### Met1 routing

Supply wires on this layer in gray.
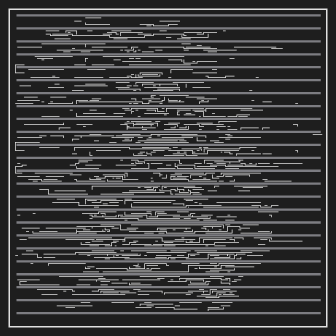
### Metal 2

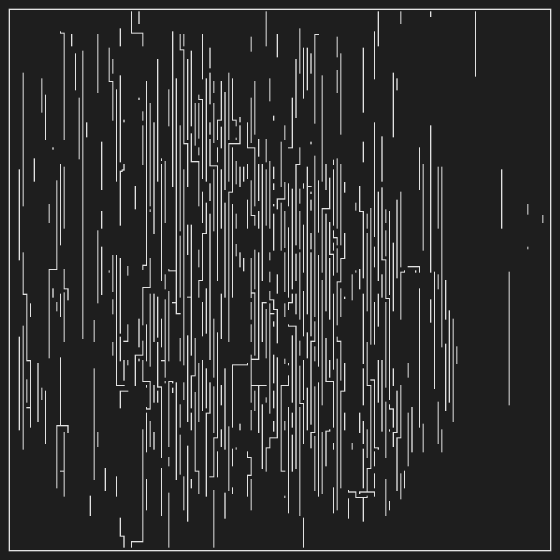
### Metal 3

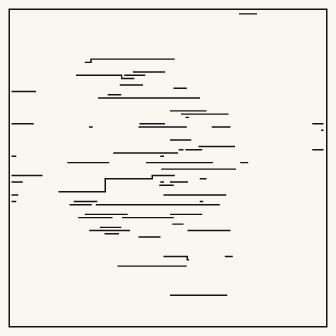
<file path="src/rtl/uart_rx.sv">
// uart_rx: oversampling UART receiver. Three mid-bit samples are majority
// voted, data is shifted in LSB-first, then parity and stop bit are checked.
module uart_rx #(
    parameter int width = 8
) (
    input  logic             CLK,
    input  logic             Reset,
    input  logic             Rx_in,
    input  logic             Parity_type,
    input  logic             Parity_EN,
    input  logic [5:0]       Prescale,
    output logic [width-1:0] P_Data,
    output logic             Data_valid,
    output logic             Parity_error,
    output logic             Stop_error
);
    localparam int BCW = (width > 1) ? $clog2(width) : 1;
    localparam logic [BCW-1:0] LAST_BIT = BCW'(width - 1);

    typedef enum logic [2:0] {
        IDLE   = 3'd0,
        START  = 3'd1,
        DATA   = 3'd2,
        PARITY = 3'd3,
        STOP   = 3'd4
    } state_t;

    function automatic logic maj3(input logic [2:0] s);
        return (s[0] & s[1]) | (s[0] & s[2]) | (s[1] & s[2]);
    endfunction

    function automatic logic parity_bit(input logic [width-1:0] d, input logic odd);
        return odd ? ~^d : ^d;
    endfunction

    logic             rx_meta_q, rx_meta_d;
    logic             rx_q, rx_d;
    state_t           state_q, state_d;
    logic [5:0]       edge_cnt_q, edge_cnt_d;
    logic [BCW-1:0]   bit_cnt_q, bit_cnt_d;
    logic [2:0]       samp_q, samp_d;
    logic [width-1:0] shift_q, shift_d;
    logic [5:0]       prescale_q, prescale_d;
    logic             par_en_q, par_en_d;
    logic             par_type_q, par_type_d;
    logic             par_err_q, par_err_d;
    logic [width-1:0] p_data_q, p_data_d;
    logic             data_valid_q, data_valid_d;
    logic             parity_error_q, parity_error_d;
    logic             stop_error_q, stop_error_d;

    logic [5:0]       half_s;
    logic             last_edge_s;
    logic             vote_s;

    assign half_s      = {1'b0, prescale_q[5:1]};
    assign last_edge_s = (edge_cnt_q == (prescale_q - 6'd1));
    assign vote_s      = maj3(samp_q);

    // Next-state, bit timing, sampling and frame evaluation
    always_comb begin
        rx_meta_d      = Rx_in;
        rx_d           = rx_meta_q;
        state_d        = state_q;
        edge_cnt_d     = edge_cnt_q;
        bit_cnt_d      = bit_cnt_q;
        samp_d         = samp_q;
        shift_d        = shift_q;
        prescale_d     = prescale_q;
        par_en_d       = par_en_q;
        par_type_d     = par_type_q;
        par_err_d      = par_err_q;
        p_data_d       = p_data_q;
        data_valid_d   = 1'b0;
        parity_error_d = 1'b0;
        stop_error_d   = 1'b0;

        if (state_q != IDLE) begin
            if (last_edge_s) begin
                edge_cnt_d = 6'd0;
            end else begin
                edge_cnt_d = edge_cnt_q + 6'd1;
            end
            if (edge_cnt_q == (half_s - 6'd1)) begin
                samp_d[0] = rx_q;
            end else if (edge_cnt_q == half_s) begin
                samp_d[1] = rx_q;
            end else if (edge_cnt_q == (half_s + 6'd1)) begin
                samp_d[2] = rx_q;
            end else begin
                samp_d = samp_q;
            end
        end else begin
            edge_cnt_d = 6'd0;
        end

        case (state_q)
            IDLE: begin
                // Detect cycle is edge 0, so the next cycle starts at 1
                if (!rx_q) begin
                    state_d    = START;
                    edge_cnt_d = 6'd1;
                    prescale_d = Prescale;
                    par_en_d   = Parity_EN;
                    par_type_d = Parity_type;
                end else begin
                    state_d = IDLE;
                end
            end
            START: begin
                if (last_edge_s) begin
                    if (!vote_s) begin
                        state_d   = DATA;
                        bit_cnt_d = '0;
                    end else begin
                        state_d = IDLE;
                    end
                end else begin
                    state_d = START;
                end
            end
            DATA: begin
                if (last_edge_s) begin
                    shift_d[bit_cnt_q] = vote_s;
                    if (bit_cnt_q == LAST_BIT) begin
                        state_d = par_en_q ? PARITY : STOP;
                    end else begin
                        bit_cnt_d = bit_cnt_q + 1'b1;
                    end
                end else begin
                    state_d = DATA;
                end
            end
            PARITY: begin
                if (last_edge_s) begin
                    if (vote_s != parity_bit(shift_q, par_type_q)) begin
                        par_err_d = 1'b1;
                    end else begin
                        par_err_d = par_err_q;
                    end
                    state_d = STOP;
                end else begin
                    state_d = PARITY;
                end
            end
            STOP: begin
                if (last_edge_s) begin
                    stop_error_d   = ~vote_s;
                    parity_error_d = par_err_q;
                    if (vote_s && !par_err_q) begin
                        p_data_d     = shift_q;
                        data_valid_d = 1'b1;
                    end else begin
                        p_data_d = p_data_q;
                    end
                    par_err_d = 1'b0;
                    state_d   = IDLE;
                end else begin
                    state_d = STOP;
                end
            end
            default: begin
                state_d = IDLE;
            end
        endcase
    end

    // State and output registers; synchronizer resets to the idle line level
    always_ff @(posedge CLK or negedge Reset) begin
        if (!Reset) begin
            rx_meta_q      <= 1'b1;
            rx_q           <= 1'b1;
            state_q        <= IDLE;
            edge_cnt_q     <= 6'd0;
            bit_cnt_q      <= '0;
            samp_q         <= 3'd0;
            shift_q        <= '0;
            prescale_q     <= 6'd0;
            par_en_q       <= 1'b0;
            par_type_q     <= 1'b0;
            par_err_q      <= 1'b0;
            p_data_q       <= '0;
            data_valid_q   <= 1'b0;
            parity_error_q <= 1'b0;
            stop_error_q   <= 1'b0;
        end else begin
            rx_meta_q      <= rx_meta_d;
            rx_q           <= rx_d;
            state_q        <= state_d;
            edge_cnt_q     <= edge_cnt_d;
            bit_cnt_q      <= bit_cnt_d;
            samp_q         <= samp_d;
            shift_q        <= shift_d;
            prescale_q     <= prescale_d;
            par_en_q       <= par_en_d;
            par_type_q     <= par_type_d;
            par_err_q      <= par_err_d;
            p_data_q       <= p_data_d;
            data_valid_q   <= data_valid_d;
            parity_error_q <= parity_error_d;
            stop_error_q   <= stop_error_d;
        end
    end

    assign P_Data       = p_data_q;
    assign Data_valid   = data_valid_q;
    assign Parity_error = parity_error_q;
    assign Stop_error   = stop_error_q;

endmodule

</file>
<file path="config.mk">
export PLATFORM = sky130hd
export DESIGN_NAME = uart_rx
export DESIGN_NICKNAME = d
export VERILOG_FILES = /design/src/rtl/uart_rx.sv
export SDC_FILE = /design/constraint.sdc
export NUM_CORES = 1
export LEC_CHECK = 0
export ABC_CLOCK_PERIOD_IN_PS = 5500
export CORE_UTILIZATION = 62
export CTS_CLUSTER_DIAMETER = 100
export DETAILED_ROUTE_END_ITERATION = 7
export GPL_ROUTABILITY_DRIVEN = 0
export HOLD_SLACK_MARGIN = 0.15
export PLACE_DENSITY = 0.95
export SLEW_MARGIN = 30
export SYNTH_ARGS = -nofsm -noshare
export SYNTH_HDL_FRONTEND = slang
export SYNTH_SLANG_ARGS = --single-unit
</file>
<file path="constraint.sdc">
create_clock -name CLK -period 5.5 [get_ports CLK]
set_clock_uncertainty 0.15 [all_clocks]
set_input_delay 1.1 -clock CLK [delete_from_list [all_inputs] [get_ports CLK]]
set_output_delay 1.1 -clock CLK [all_outputs]
set_load 0.005 [all_outputs]
</file>
==> flow report <==
============================================================================
Post-route minimum period                                           3.120 ns
Synth area leaders                                              dfrtp_1, mux2_2, xnor2_1
Run status                                                      complete, no violations
Worst-case hold slack                                              0.2178 ns
Share of cells above drive strength 1                                 0.1811
Iteration-0 DRC count of the detailed router                             151
CP Max Fanout                                                             14
Part of the Yosys area used for sequential elements                   0.4385
Number of distinct library cells after synthesis                          47
Worst relative slew slack                                             0.4337
Combined area of all synthesized cells                              2574 µm²
Crit path kind                                                    reg -> reg
Required time worst endpoint                                         5.53 ns
Highest-count cells in the layout ignoring fill and taps        dfrtp_1, mux2_2, clkdlybuf4s50_1
Setup_tns                                                               0 ns
Die height                                                          66.43 µm
Number of synthesized register bits                                       45
Remaining design rule violation count                                      0
Count of input and output buffers                                         21
Worst Max-Slew Pin Slew                                            0.8495 ns
Share of flip-flops with an asynchronous set or reset                  1.000
Core region area                                                    4000 µm²
Launching element type of the critical path                             flop
Cell with the largest stage delay on the worst path                  a21oi_1
RSZ-0062 raised after global routing                                   false
Maximum buffer depth of the clock tree                                     2
Ant. Diodes                                                                0
Worst Setup Slack, final                                            2.380 ns
Ys Warns                                                                   0
Crit path arrival time                                               3.15 ns
Total GRT Usage                                                       0.2773
Most instantiated logic cell after routing                           dfrtp_1
HPWL after detailed placement                                        3514 µm
Number of rows created at floorplan                                       23
Total CTS buffers                                                          5
Number of global-route vias before repair                               1869
Placed cell count                                                        296
Power density over cell area                                    497.6 nW/µm²
Setup repair bufs after CTS                                                0
Crit. End Element                                                       flop
Total via count after detailed routing                                  1905
Most used flip-flop cell after synthesis                             dfrtp_1
First-pass GRT wire length                                           9039 µm
Root Buffer Master                                                  clkbuf_8
Number of nets with antenna violations after detailed routing              0
Grt total ovfl                                                             0
CTS H-tree lvls                                                            2
Post-cts hold buffer count                                                 0
Synthesized instance count                                               241
Post-Synthesis Mean Instance Area                                  10.68 µm²
============================================================================
## Picture notes: 'Met1 routing'
The layer holds 42% of the routed length. The wires run mostly horizontal. 250 nets have wire on it.

## Picture notes: 'Metal 2'
The longest straight run is 35.4 µm. The layer holds 48% of the routed length. The layer carries 2580 µm of wire. The wires run mostly vertical. 236 nets have wire on it.

## Picture notes: 'Metal 3'
The layer carries 384 µm of wire. The longest straight run is 25.8 µm.

## registers in the layout, indices dropped and copies added (netlist names), 3 cells and up
signal,flops
prescale_q,6
shift_q,8
samp_q,3
P_Data,8
state_q,3
bit_cnt_q,3
edge_cnt_q,6
## stage by stage
stage               utilization  instance area (µm²)  power [µW]
finish                   0.7276                 2910        1448
global route             0.7276                 2910        1542
CTS                      0.7241                 2897        1422
detailed placement       0.6941                 2776        1152
global placement         0.6941                 2776        1124
floorplan                     -                 2574        1047
## report_power, final
group          internal [µW]  switching [µW]
Clock                    148             112
Combinational            277             370
Sequential               404             138
## worst max-delay path, delay by kind of cell, from the launching register on
family | cells | cell delay, ns
xor+xnor | 1 | 0.20
buf+inv | 1 | 0.15
mux | 1 | 0.42
flops | 1 | 0.50
compound gates | 3 | 1.35
fa+ha+maj | 1 | 0.23
## path summary, 6_finish.rpt
check | cells after the start | slack [ns] | endpoint | start
worst max-delay path | 7 | 2.38 | state_q[2] | prescale_q[2]
worst min-delay path | 0 | 0.22 | rx_q | rx_d
worst max register to register | 7 | 2.38 | state_q[2] | prescale_q[2]
worst min register to register | 0 | 0.22 | rx_q | rx_d
max in group asynchronous | 1 | 4.18 | rx_q | Reset
min in group asynchronous | 1 | 0.63 | samp_q[0] | Reset
## kinds of logic (layout without fill, tap and decap cells)
kind of cell             count (synthesis)  after routing  share of synthesized area
AND-OR/OR-AND                           25             25                    0.07633
XOR/XNOR                                32             32                     0.1089
adder cells (fa/ha/maj)                  8              8                    0.03792
buffers and inverters                   24             37                    0.04084
flip-flops                              45             45                     0.4385
multiplexers                            26             26                     0.1138
AND/OR/NAND/NOR                         81             81                     0.1838
## Yosys cell counts (all sizes together) (4+ instances only)
cell type	count
dfrtp	43
mux2	26
xnor2	19
nor2	14
xor2	13
nor4	11
clkbuf	10
nand3	9
nor3	9
o21ai	8
buf	7
ha	7
inv	7
nand2	6
or3	5
and3	4
## cell type report
cell class,instances,area [µm²]
inverters,7,26.28
clock inverters,2,37.54
multi-input cells,172,1358
fillers,250,1090
repair buffers,22,215.2
clock buffers,6,82.58
flip-flops and latches,45,1129
well taps,50,62.56
## layer usage
layer | global-route usage | share of wire | up-vias | wire [µm]
li1 | - | - | 882 | -
met1 | 0.3595 | 0.42 | 908 | 2275
met2 | 0.4413 | 0.48 | 94 | 2580
met3 | 0.07069 | 0.071 | 21 | 384
met4 | 0.1117 | 0.029 | 0 | 159
met5 | 0 | 0 | - | 0
Power figures rest on the tool's default switching activity, not on a simulated workload.
